### config.mk
export PLATFORM = sky130hd
export DESIGN_NAME = multi_down_timer
export DESIGN_NICKNAME = d
export VERILOG_FILES = /design/src/rtl/multi_down_timer_pkg.sv /design/src/rtl/down_timer_channel.sv /design/src/rtl/multi_down_timer.sv
export SDC_FILE = /design/constraint.sdc
export NUM_CORES = 1
export LEC_CHECK = 0
export CELL_PAD_IN_SITES_DETAIL_PLACEMENT = 1
export CELL_PAD_IN_SITES_GLOBAL_PLACEMENT = 2
export CORE_ASPECT_RATIO = 0.6
export CORE_MARGIN = 1
export CORE_UTILIZATION = 36
export DETAILED_ROUTE_END_ITERATION = 10
export GPL_ROUTABILITY_DRIVEN = 0
export MAX_ROUTING_LAYER = met4
export PLACE_DENSITY_LB_ADDON = 0.08
export SLEW_MARGIN = 10
export SYNTH_ARGS = -nofsm -noshare
export SYNTH_HDL_FRONTEND = slang
export SYNTH_SLANG_ARGS = --single-unit
### constraint.sdc
create_clock -name clk -period 6.7 [get_ports clk]
set_input_delay 1.34 -clock clk [delete_from_list [all_inputs] [get_ports clk]]
set_output_delay 1.34 -clock clk [all_outputs]
set_load 0.005 [all_outputs]
### src/rtl/multi_down_timer_pkg.sv
`default_nettype none
// +----------------------------------------------------------------------+
// | multi_down_timer_pkg : channel state encoding and load mode constants |
// | Rev 1.0                                                              |
// +----------------------------------------------------------------------+
package multi_down_timer_pkg;

  typedef enum logic [0:0] {
    ST_IDLE = 1'b0,
    ST_RUN  = 1'b1
  } state_t;

  localparam logic MODE_ONESHOT = 1'b0;
  localparam logic MODE_AUTO    = 1'b1;

endpackage
`default_nettype wire

### src/rtl/down_timer_channel.sv
`default_nettype none
// +----------------------------------------------------------------------+
// | down_timer_channel : one down-counter with one-shot / auto-reload    |
// | Rev 1.0                                                              |
// +----------------------------------------------------------------------+
module down_timer_channel
  import multi_down_timer_pkg::*;
#(
  parameter int WIDTH = 16
) (
  input  logic             clk,
  input  logic             rst,
  input  logic             ld,
  input  logic [WIDTH-1:0] ld_val,
  input  logic             ld_auto,
  input  logic             en,
  input  logic             tick,
  output logic [WIDTH-1:0] count,
  output logic             zero,
  output logic             tc,
  output logic             busy
);

  state_t           r_state;
  logic [WIDTH-1:0] r_count;
  logic [WIDTH-1:0] r_reload;
  logic             r_auto;
  logic             r_tc;

  always_ff @(posedge clk or posedge rst) begin
    if (rst) begin
      r_state  <= ST_IDLE;
      r_count  <= '0;
      r_reload <= '0;
      r_auto   <= MODE_ONESHOT;
      r_tc     <= 1'b0;
    end else begin
      r_tc <= 1'b0;
      if (ld) begin
        r_count  <= ld_val;
        r_reload <= ld_val;
        r_auto   <= ld_auto;
        r_state  <= (ld_val != '0) ? ST_RUN : ST_IDLE;
      end else if (en && tick) begin
        case (r_state)
          ST_RUN: begin
            if (r_count > WIDTH'(1)) begin
              r_count <= r_count - WIDTH'(1);
            end else if (r_auto == MODE_AUTO) begin
              r_count <= r_reload;
              r_tc    <= 1'b1;
            end else begin
              r_count <= '0;
              r_state <= ST_IDLE;
              r_tc    <= 1'b1;
            end
          end
          default: begin
            // an idle channel holds its count, so it never wraps below zero
            r_count <= r_count;
          end
        endcase
      end
    end
  end

  assign count = r_count;
  assign zero  = (r_count == '0);
  assign tc    = r_tc;
  assign busy  = (r_state == ST_RUN);

endmodule
`default_nettype wire

### src/rtl/multi_down_timer.sv
`default_nettype none
// +----------------------------------------------------------------------+
// | multi_down_timer : NCH independent down-timers sharing a load value; |
// | MULTI_DOWN_TIMER_PRESCALE_EN adds a shared prescaler (presc input).  |
// | Rev 1.0                                                              |
// +----------------------------------------------------------------------+
module multi_down_timer
  import multi_down_timer_pkg::*;
#(
`ifdef MULTI_DOWN_TIMER_PRESCALE_EN
  parameter int PRESC_W = 8,
`endif
  parameter int NCH   = 4,
  parameter int WIDTH = 16
) (
  input  logic                 clk,
  input  logic                 rst,
`ifdef MULTI_DOWN_TIMER_PRESCALE_EN
  input  logic [PRESC_W-1:0]   presc,
`endif
  input  logic [NCH-1:0]       ld,
  input  logic [WIDTH-1:0]     ld_val,
  input  logic                 ld_auto,
  input  logic [NCH-1:0]       en,
  output logic [NCH*WIDTH-1:0] count,
  output logic [NCH-1:0]       zero,
  output logic [NCH-1:0]       tc,
  output logic [NCH-1:0]       busy
);

  logic w_tick;

`ifdef MULTI_DOWN_TIMER_PRESCALE_EN
  logic [PRESC_W-1:0] r_presc_cnt;
  logic [PRESC_W-1:0] r_presc_lim;

  // The divide ratio is latched only on wrap or load, so a presc change
  // never shortens or stretches the period already in progress.
  always_ff @(posedge clk or posedge rst) begin
    if (rst) begin
      r_presc_cnt <= '0;
      r_presc_lim <= '0;
    end else if ((|ld) || w_tick) begin
      r_presc_cnt <= '0;
      r_presc_lim <= presc;
    end else begin
      r_presc_cnt <= r_presc_cnt + PRESC_W'(1);
    end
  end

  assign w_tick = (r_presc_cnt == r_presc_lim);
`else
  assign w_tick = 1'b1;
`endif

  for (genvar g = 0; g < NCH; g++) begin : g_ch
    down_timer_channel #(
      .WIDTH (WIDTH)
    ) u_ch (
      .clk     (clk),
      .rst     (rst),
      .ld      (ld[g]),
      .ld_val  (ld_val),
      .ld_auto (ld_auto),
      .en      (en[g]),
      .tick    (w_tick),
      .count   (count[g*WIDTH +: WIDTH]),
      .zero    (zero[g]),
      .tc      (tc[g]),
      .busy    (busy[g])
    );
  end

endmodule
`default_nettype wire

run_1/sizing.png
The bar under the picture is 50 µm long.
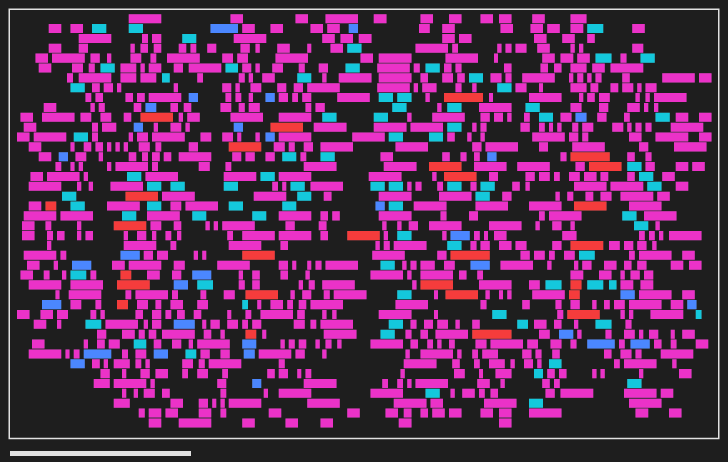
[x3 and x4] blue | cells: 31 | most used: buf_4
[x1 and smaller] magenta | cells: 757 | most used: dfrtp_1
[x6 and larger] red | cells: 27 | most used: clkbuf_16
[x2] cyan | cells: 82 | most used: mux2_2

run_1/clock_nets.png
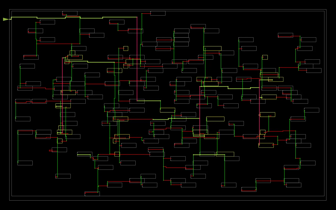
cts bufs inserted: 17
clock buffer count: 17
Worst-Skew Late Latency: 0.43 ns
Clock Sinks: 140
clock skew: 0.0152 ns

==> flow_metrics.env, run 1 <==
# yosys + openroad results
export IMPL_comb_cells=585
export IMPL_routed_wl_um=27200
export IMPL_syn2layout_area_growth_pct=21.8
export IMPL_critPathRequiredTime_ns=5.36
export IMPL_cp_num_cells=5
export IMPL_placed_area_mm2=0.00920
export IMPL_ys_top_cells_by_count="dfrtp_1 (140), nand2_1 (72), mux2_2 (63), nor2_1 (50), o21ai_0 (40)"
export IMPL_synth_area_mm2=0.00807
export IMPL_min_to="g_ch[2].u_ch.r_reload[1]"
export IMPL_ys_seq_elements=140
export IMPL_highest_layer="met4"
export IMPL_top_cell="dfrtp_1"
export IMPL_crit_family="simple AND/OR/NAND/NOR gates"
export IMPL_grt_start_max_net_pins=92
export IMPL_seq_share=0.356
export IMPL_status="finished, final reports clean"
export IMPL_chip_area_mm2=0.0231
export IMPL_p_comb_frac=0.190
export IMPL_finalNonFillerCells=1183
export IMPL_wire_per_inst_um=23.0
export IMPL_io_buffers=102
export IMPL_drtPass1Iterations=5
export IMPL_fin_area_mm2=0.00983
export IMPL_syn_nets=856
export IMPL_met1_length_um=13900
export IMPL_p_clk_mw=1.04
export IMPL_synthFlopType="dfrtp_1"
export IMPL_setup_viol=0
run_1/m4.png
The bar under the picture is 50 µm long. Cells faint in the background.
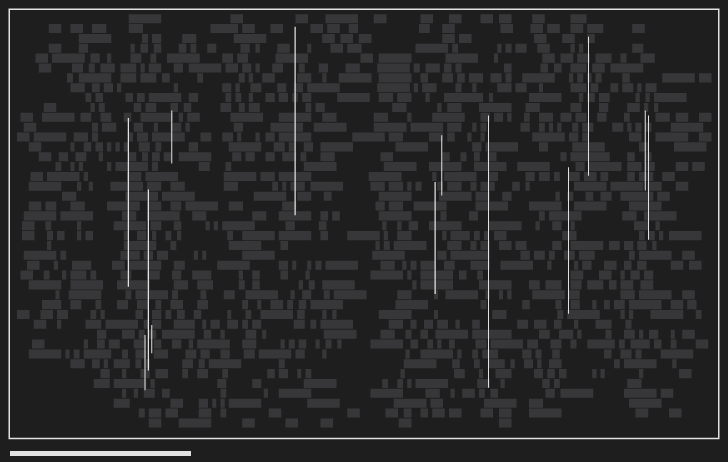
share of all routed wire: 1.6%
wire length on this layer: 440 µm

run_1/layers.png
Two of the layers only.
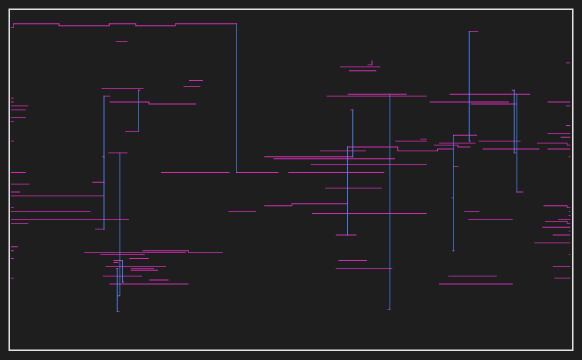
[M4] blue | wire length: 440 µm
[M3] magenta | wire length: 1260 µm

## Run 2: what changed since run 1
==> constraint.sdc (replaced) <==
create_clock -name clk -period 4 [get_ports clk]
set_input_delay 0.8 -clock clk [delete_from_list [all_inputs] [get_ports clk]]
set_output_delay 0.8 -clock clk [all_outputs]
set_load 0.005 [all_outputs]
==> run 2 against run 1 <==
Against the previous run:
- first-iteration DRC count increased by 19%
- via count increased by 2.3%
- non-clock buffer count increased by 13
- clock skew decreased by 0.0043 ns
- final area increased by 0.38%
- combinational power increased by 73%
- sequential cell count unchanged
- power increased by 62%
- sequential share of layout area decreased by 0.14 points
- critical path type unchanged
- largest cell class unchanged
==> flow_metrics.env, run 2 <==
# yosys + openroad results
export IMPL_status="finished, final reports clean"
export IMPL_grt_start_max_net_pins=88
export IMPL_finalNonFillerCells=1197
export IMPL_clkbuf_count=20
export IMPL_drtPass1Iterations=5
export IMPL_finClkSkew_ns=0.0109
export IMPL_grt_pass1_wl_um=44600
export IMPL_area_leaders="dfrtp_1 (43%), mux2_2 (8.8%), nand2_1 (3.3%), a22oi_1 (2.6%), xor2_1 (2.5%)"
export IMPL_ys_top_cells_by_count="dfrtp_1 (140), nand2_1 (72), mux2_2 (63), nor2_1 (50), o21ai_0 (40)"
export IMPL_synthFlopType="dfrtp_1"
export IMPL_hold_class="register to register"
export IMPL_nWellTaps=286
export IMPL_ys_seq_elements=140
export IMPL_hold_violations=0
export IMPL_r2r_end="g_ch[0].u_ch.count[8]"
export IMPL_crit_family="simple AND/OR/NAND/NOR gates"
export IMPL_syn_nets=856
export IMPL_chip_area_mm2=0.0231
export IMPL_fin_area_mm2=0.00987
export IMPL_synthXorXnorAreaFrac=0.0434
export IMPL_crit_buf_inv=1
export IMPL_setup_viol=0
export IMPL_wire_per_inst_um=23.3
export IMPL_cp_end_kind="output pin"
export IMPL_numCtsBuffers=17
export IMPL_inv_count=30
export IMPL_comb_cells=585
export IMPL_max_slew_worst_pin_slew_ns=0.909
export IMPL_placed_area_mm2=0.00931
export IMPL_avgViaCountPerCell=5.86
export IMPL_met1_length_um=13700
export IMPL_io_buffers=102
export IMPL_min_to="g_ch[3].u_ch.r_reload[0]"
export IMPL_seq_share=0.355
export IMPL_clk_latency_ns=0.43
export IMPL_cp_num_cells=5
export IMPL_n_all_buffers=123
export IMPL_routed_wl_um=27900
export IMPL_cts_max_path_buffers=2
export IMPL_top_cell="dfrtp_1"
export IMPL_syn2layout_area_growth_pct=22.2
export IMPL_highest_layer="met4"
export IMPL_critPathRequiredTime_ns=3.20
export IMPL_p_comb_frac=0.202
export IMPL_cts_sinks=140
export IMPL_p_clk_mw=1.57
run_2/m2.png
Cells faint in the background.
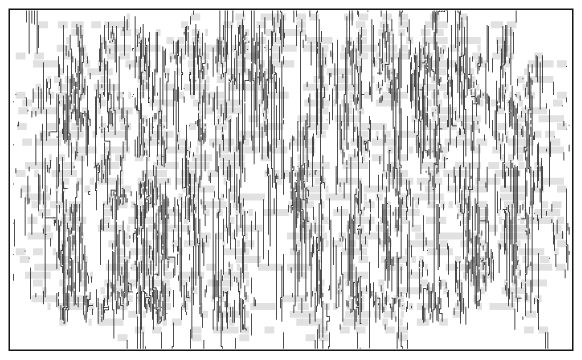
share of all routed wire: 44%
longest straight run: 53.4 µm
main direction: vertical
wire length on this layer: 12200 µm

run_2/m4.png
The bar under the picture is 50 µm long. Cells faint in the background.
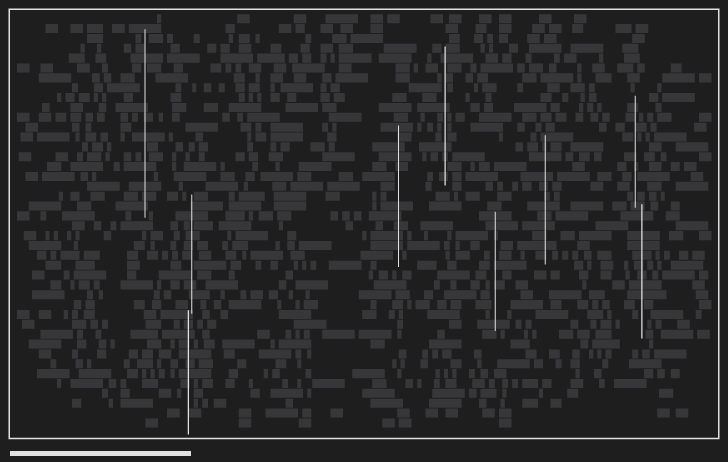
nets with wire on the layer: 7
main direction: vertical
share of all routed wire: 1.2%
longest straight run: 51.7 µm
wire length on this layer: 331 µm

No activity file was given, so power comes from the tool's default toggle rates.
